### Sequential cells grouped by signal name

(6 px per um) Other sequential cells in the stronger gray, the rest of the logic in the fainter gray.
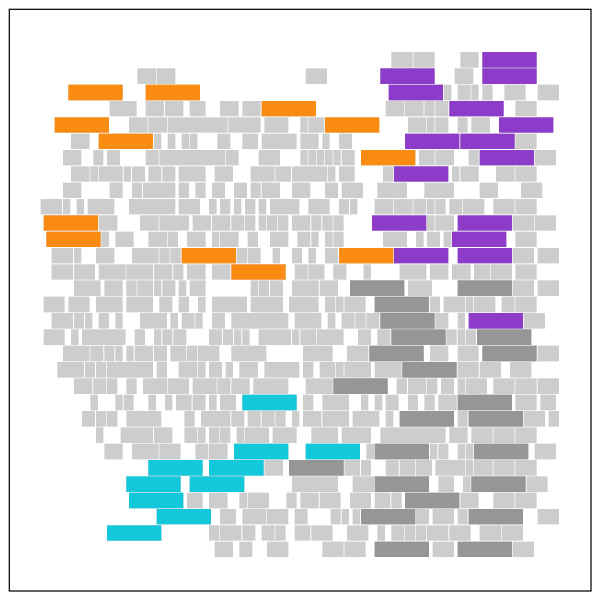
### Wiring heat map

(4 px per um) 19 x 19 tiles, from dark blue (low) to red (high), scaled to the fullest tile. Values are wire area over tile area, all layers added.
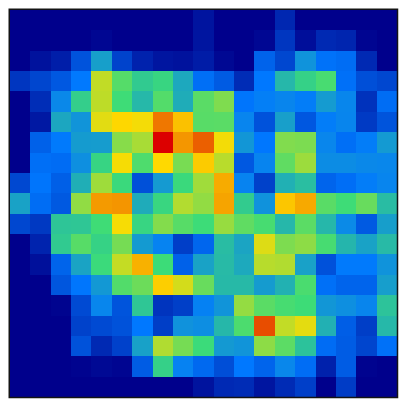
===== src/rtl/color_pattern_pkg.sv =====
// Shared constants for the colour test-pattern source: RGB888 palette,
// pattern-mode encodings and the palette lookup used by the pixel stage.
// No ports; imported by color_pattern_gen.
package color_pattern_pkg;

  localparam logic [23:0] BLACK  = 24'h000000;
  localparam logic [23:0] BLUE   = 24'h0000FF;
  localparam logic [23:0] RED    = 24'hFF0000;
  localparam logic [23:0] PURPLE = 24'hFF00FF;
  localparam logic [23:0] GREEN  = 24'h00FF00;
  localparam logic [23:0] CYAN   = 24'h00FFFF;
  localparam logic [23:0] YELLOW = 24'hFFFF00;
  localparam logic [23:0] WHITE  = 24'hFFFFFF;

  localparam logic [1:0] MODE_GRID    = 2'd0;
  localparam logic [1:0] MODE_VBARS   = 2'd1;
  localparam logic [1:0] MODE_CHECKER = 2'd2;
  localparam logic [1:0] MODE_RAMP    = 2'd3;

  function automatic logic [23:0] palette(input logic [2:0] idx);
    logic [23:0] rgb;
    case (idx)
      3'd0:    rgb = BLACK;
      3'd1:    rgb = BLUE;
      3'd2:    rgb = RED;
      3'd3:    rgb = PURPLE;
      3'd4:    rgb = GREEN;
      3'd5:    rgb = CYAN;
      3'd6:    rgb = YELLOW;
      default: rgb = WHITE;
    endcase
    return rgb;
  endfunction

endpackage


===== src/rtl/grid_index.sv =====
// Purpose: map an address onto one of SEGMENTS equal slices of RANGE; the
// last slice absorbs the remainder. Latency: combinational. Backpressure: none.
// Ports: i_addr (12-bit address in), o_idx (3-bit slice index out).
module grid_index #(
  parameter int RANGE    = 800,
  parameter int SEGMENTS = 2
) (
  input  logic [11:0] i_addr,
  output logic [2:0]  o_idx
);

  localparam int SEG = RANGE / SEGMENTS;

  // Boundaries are elaboration-time constants, so this unrolls into a
  // comparator chain; the highest boundary passed wins.
  always_comb begin
    o_idx = 3'd0;
    for (int i = 1; i < SEGMENTS; i++) begin
      if (int'(i_addr) >= i * SEG) o_idx = 3'(i);
    end
  end

endmodule


===== src/rtl/color_pattern_gen.sv =====
// Purpose: test-pattern pixel source (grid / bars / checker / ramp) with scroll.
// Latency: 2 clk from disp_data_req to disp_data/disp_data_vld, 1 pixel/clk.
// Backpressure: none; every request produces exactly one output beat.
// Ports: clk, reset_n (async active-low); disp_h_addr/disp_v_addr/disp_data_req
// from the timing controller; mode, scroll_en sampled at frame start;
// disp_data {R,G,B}, disp_data_vld, frame_cnt (frame starts since reset).
module color_pattern_gen #(
  parameter int DISP_WIDTH  = 800,
  parameter int DISP_HEIGHT = 480,
  parameter int NUM_ROWS    = 4,
  parameter int NUM_COLS    = 2,
  parameter int SCROLL_STEP = 1
) (
  input  logic        clk,
  input  logic        reset_n,
  input  logic [11:0] disp_h_addr,
  input  logic [11:0] disp_v_addr,
  input  logic        disp_data_req,
  input  logic [1:0]  mode,
  input  logic        scroll_en,
  output logic [23:0] disp_data,
  output logic        disp_data_vld,
  output logic [15:0] frame_cnt
);

  import color_pattern_pkg::*;

  localparam logic [12:0] WIDTH13 = 13'(DISP_WIDTH);

  // Frame-level state
  logic [11:0] r_offset;
  logic [1:0]  r_mode;
  logic [15:0] r_frame_cnt;

  // Stage 1
  logic [11:0] r1_eff_h;
  logic [11:0] r1_v;
  logic        r1_req;
  logic        r1_in_range;
  logic [1:0]  r1_mode;

  // Stage 2 / output
  logic [23:0] r_data;
  logic        r_vld;

  logic        w_fs;
  logic [12:0] w_off_sum;
  logic [11:0] w_off_nxt;
  logic [11:0] w_off_eff;
  logic [1:0]  w_mode_eff;
  logic [12:0] w_h_sum;
  logic [11:0] w_eff_h;
  logic        w_in_range;
  logic [2:0]  w_row;
  logic [2:0]  w_col;
  logic [2:0]  w_bar;
  logic [6:0]  w_grid_lin;
  logic [7:0]  w_ramp;
  logic [23:0] w_pix;

  assign w_fs = disp_data_req && (disp_h_addr == 12'd0) && (disp_v_addr == 12'd0);

  assign w_off_sum = {1'b0, r_offset} + 13'(SCROLL_STEP);
  assign w_off_nxt = (w_off_sum >= WIDTH13) ? 12'(w_off_sum - WIDTH13) : w_off_sum[11:0];

  // The frame-start pixel already uses the freshly selected mode and offset,
  // so bypass the registers with their next values on fs.
  assign w_off_eff  = (w_fs && scroll_en) ? w_off_nxt : r_offset;
  assign w_mode_eff = w_fs ? mode : r_mode;

  // Offset is always < DISP_WIDTH, so one conditional subtract wraps the sum.
  assign w_h_sum    = {1'b0, disp_h_addr} + {1'b0, w_off_eff};
  assign w_eff_h    = (w_h_sum >= WIDTH13) ? 12'(w_h_sum - WIDTH13) : w_h_sum[11:0];
  assign w_in_range = (disp_h_addr < 12'(DISP_WIDTH)) && (disp_v_addr < 12'(DISP_HEIGHT));

  always_ff @(posedge clk or negedge reset_n) begin
    if (!reset_n) begin
      r_offset    <= '0;
      r_mode      <= MODE_GRID;
      r_frame_cnt <= '0;
    end else if (w_fs) begin
      r_offset    <= w_off_eff;
      r_mode      <= mode;
      r_frame_cnt <= r_frame_cnt + 16'd1;
    end
  end

  always_ff @(posedge clk or negedge reset_n) begin
    if (!reset_n) begin
      r1_eff_h    <= '0;
      r1_v        <= '0;
      r1_req      <= 1'b0;
      r1_in_range <= 1'b0;
      r1_mode     <= MODE_GRID;
    end else begin
      r1_eff_h    <= w_eff_h;
      r1_v        <= disp_v_addr;
      r1_req      <= disp_data_req;
      r1_in_range <= w_in_range;
      r1_mode     <= w_mode_eff;
    end
  end

  grid_index #(.RANGE(DISP_HEIGHT), .SEGMENTS(NUM_ROWS)) u_rows (
    .i_addr (r1_v),
    .o_idx  (w_row)
  );

  grid_index #(.RANGE(DISP_WIDTH), .SEGMENTS(NUM_COLS)) u_cols (
    .i_addr (r1_eff_h),
    .o_idx  (w_col)
  );

  grid_index #(.RANGE(DISP_WIDTH), .SEGMENTS(8)) u_bars (
    .i_addr (r1_eff_h),
    .o_idx  (w_bar)
  );

  // Only the low three bits select the palette entry (mod 8).
  assign w_grid_lin = 7'(w_row) * 7'(NUM_COLS) + 7'(w_col);
  // Replicating the 3-bit bar index spreads 0..7 evenly over 0x00..0xFF.
  assign w_ramp     = {w_bar, w_bar, w_bar[2:1]};

  always_comb begin
    w_pix = BLACK;
    if (r1_in_range) begin
      case (r1_mode)
        MODE_GRID:    w_pix = palette(w_grid_lin[2:0]);
        MODE_VBARS:   w_pix = palette(w_bar);
        MODE_CHECKER: w_pix = (w_row[0] ^ w_col[0]) ? WHITE : BLACK;
        default:      w_pix = {w_ramp, w_ramp, w_ramp};
      endcase
    end
  end

  always_ff @(posedge clk or negedge reset_n) begin
    if (!reset_n) begin
      r_data <= '0;
      r_vld  <= 1'b0;
    end else begin
      r_data <= r1_req ? w_pix : 24'h000000;
      r_vld  <= r1_req;
    end
  end

  assign disp_data     = r_data;
  assign disp_data_vld = r_vld;
  assign frame_cnt     = r_frame_cnt;

endmodule


===== config.mk =====
export PLATFORM = sky130hd
export DESIGN_NAME = color_pattern_gen
export DESIGN_NICKNAME = d
export VERILOG_FILES = /design/src/rtl/color_pattern_pkg.sv /design/src/rtl/grid_index.sv /design/src/rtl/color_pattern_gen.sv
export SDC_FILE = /design/constraint.sdc
export NUM_CORES = 1
export LEC_CHECK = 0
export ABC_AREA = 0
export CAP_MARGIN = 20
export CORE_MARGIN = 5
export CORE_UTILIZATION = 58
export DETAILED_ROUTE_END_ITERATION = 10
export HOLD_SLACK_MARGIN = 0.06
export PLACE_DENSITY = 0.86
export SLEW_MARGIN = 25
export SYNTH_ARGS = -nofsm -noshare
export SYNTH_HDL_FRONTEND = slang
export SYNTH_SLANG_ARGS = --single-unit

===== constraint.sdc =====
create_clock -name clk -period 11.6 [get_ports clk]
set_input_delay 1.74 -clock clk [delete_from_list [all_inputs] [get_ports clk]]
set_output_delay 1.74 -clock clk [all_outputs]
set_load 0.01 [all_outputs]

==> impl_metrics.py <==
# Auto-generated metrics
metrics = {
    "clock_network": {
        "cts.sinks": 61,
        "cts_root_buf": "clkbuf_8",
        "ctsResizeCount": 0,
        "clockBufferDepth": 2,
        "postCtsHoldBufs": 0,
    },
    "final_timing": {
        "layout_setup_ws_ns": 5.27,
        "min_period_ns": 6.33,
        "max_freq_mhz": 158,
        "skew_ns": 0.00765,
        "tns_ns": 0,
        "hold_violations": 0,
        "worst_slew_margin_rel_pct": 40.2,
    },
    "placement": {
        "dpl.hpwl_um": 8000,
        "pre_cts_ws_ns": 4.66,
    },
    "floorplanning": {
        "rows": 31,
        "fp_util_pct": 59.8,
        "taps": 99,
    },
    "worst_setup_path": {
        "worstPathCellList": "clkdlybuf4s50_1 > nor3_1 > nand4_1 > nor3_2 > and2_1 > nand3_1 > xnor2_1 > ha_1 > nor2b_1 > a221oi_1 > o311a_1 > ha_1 > nand3_1 > o211ai_1 > a31oi_1 > mux2_2",
        "timing.rr.start": "r_offset[0]$_DFFE_PN0N_",
        "worstPathArrival_ns": 6.56,
        "crit_path_end_kind": "flip-flop",
        "crit_fanout": 11,
        "critPathMaxStageDelay_ns": 0.61,
        "r2r_cells": 19,
        "cp_top_family": "simple AND/OR/NAND/NOR gates",
        "path_class": "in2reg",
    },
    "power_and_ir_drop": {
        "static-leakage-power_uw": 0.00214,
        "sw_frac_of_total_pct": 25.7,
        "pg_comb_uw": 66.0,
        "power-top-group": "sequential cells",
        "powerDensity_nw_per_um2": 96.1,
        "pg_clk_uw": 207,
    },
    "drt": {
        "wire_per_inst_um": 17.3,
        "antenna_left": 0,
        "dr.first_iter.drc_count": 231,
        "top_layer": "met4",
        "drt-met1-wl_um": 4500,
        "drt_first_pass_iters": 7,
        "wl_met3_um": 763,
        "drt_wl_total_um": 10500,
    },
    "synthesis": {
        "top_area_cell": "dfrtp_1",
        "synth.top_cell.area_share_pct": 35.0,
        "edf_count": 0,
        "yosys.stat.seqShare_pct": 35.0,
        "ys.warnings.count": 0,
        "fp_nets": 509,
        "ys_chip_area_um2": 4360,
    },
    "global_routing": {
        "grtUsageTotal_pct": 22.6,
        "grt_pass1_wl_um": 17800,
        "busiest_layer": "met2",
        "antenna_found_initial": 0,
        "grt_max_degree": 62,
    },
    "cells_and_area": {
        "buffer_area_share_pct": 13.5,
        "flops": 61,
        "nNetsFinal": 560,
        "comb_cells": 346,
        "fin_area_um2": 5200,
        "logic_area_um2": 2570,
        "dominant_cells": "logic gates",
    },
    "run_status": {
        "outcome": "finished, final reports clean",
    },
    "min_path": {
        "hold_end": "disp_data_vld$_DFF_PN0_",
    },
    "run": {
        "drv_cap": 0,
        "log.warning_count": 32,
    },
}
Back to the opening pictures, 'Sequential cells grouped by signal name':
| color | signal | flops |
|---|---|---|
| cyan | r1_eff_h | 10 |
| orange | r_offset | 12 |
| purple | frame_cnt | 16 |
not colored: 23
Flop+latch power: 227 uW
Final Core Density: 71.3%
sequential cell area share: 29.4%
register cell area after layout: 1530 um2

Back to the opening pictures, 'Wiring heat map':
fullest tile: 0.62
densest ninth of the die: center
emptiest ninth of the die: south-west
mean over tiles: 0.18
tiles over half the peak: 23%

Power is estimated from default activity; no workload was simulated.
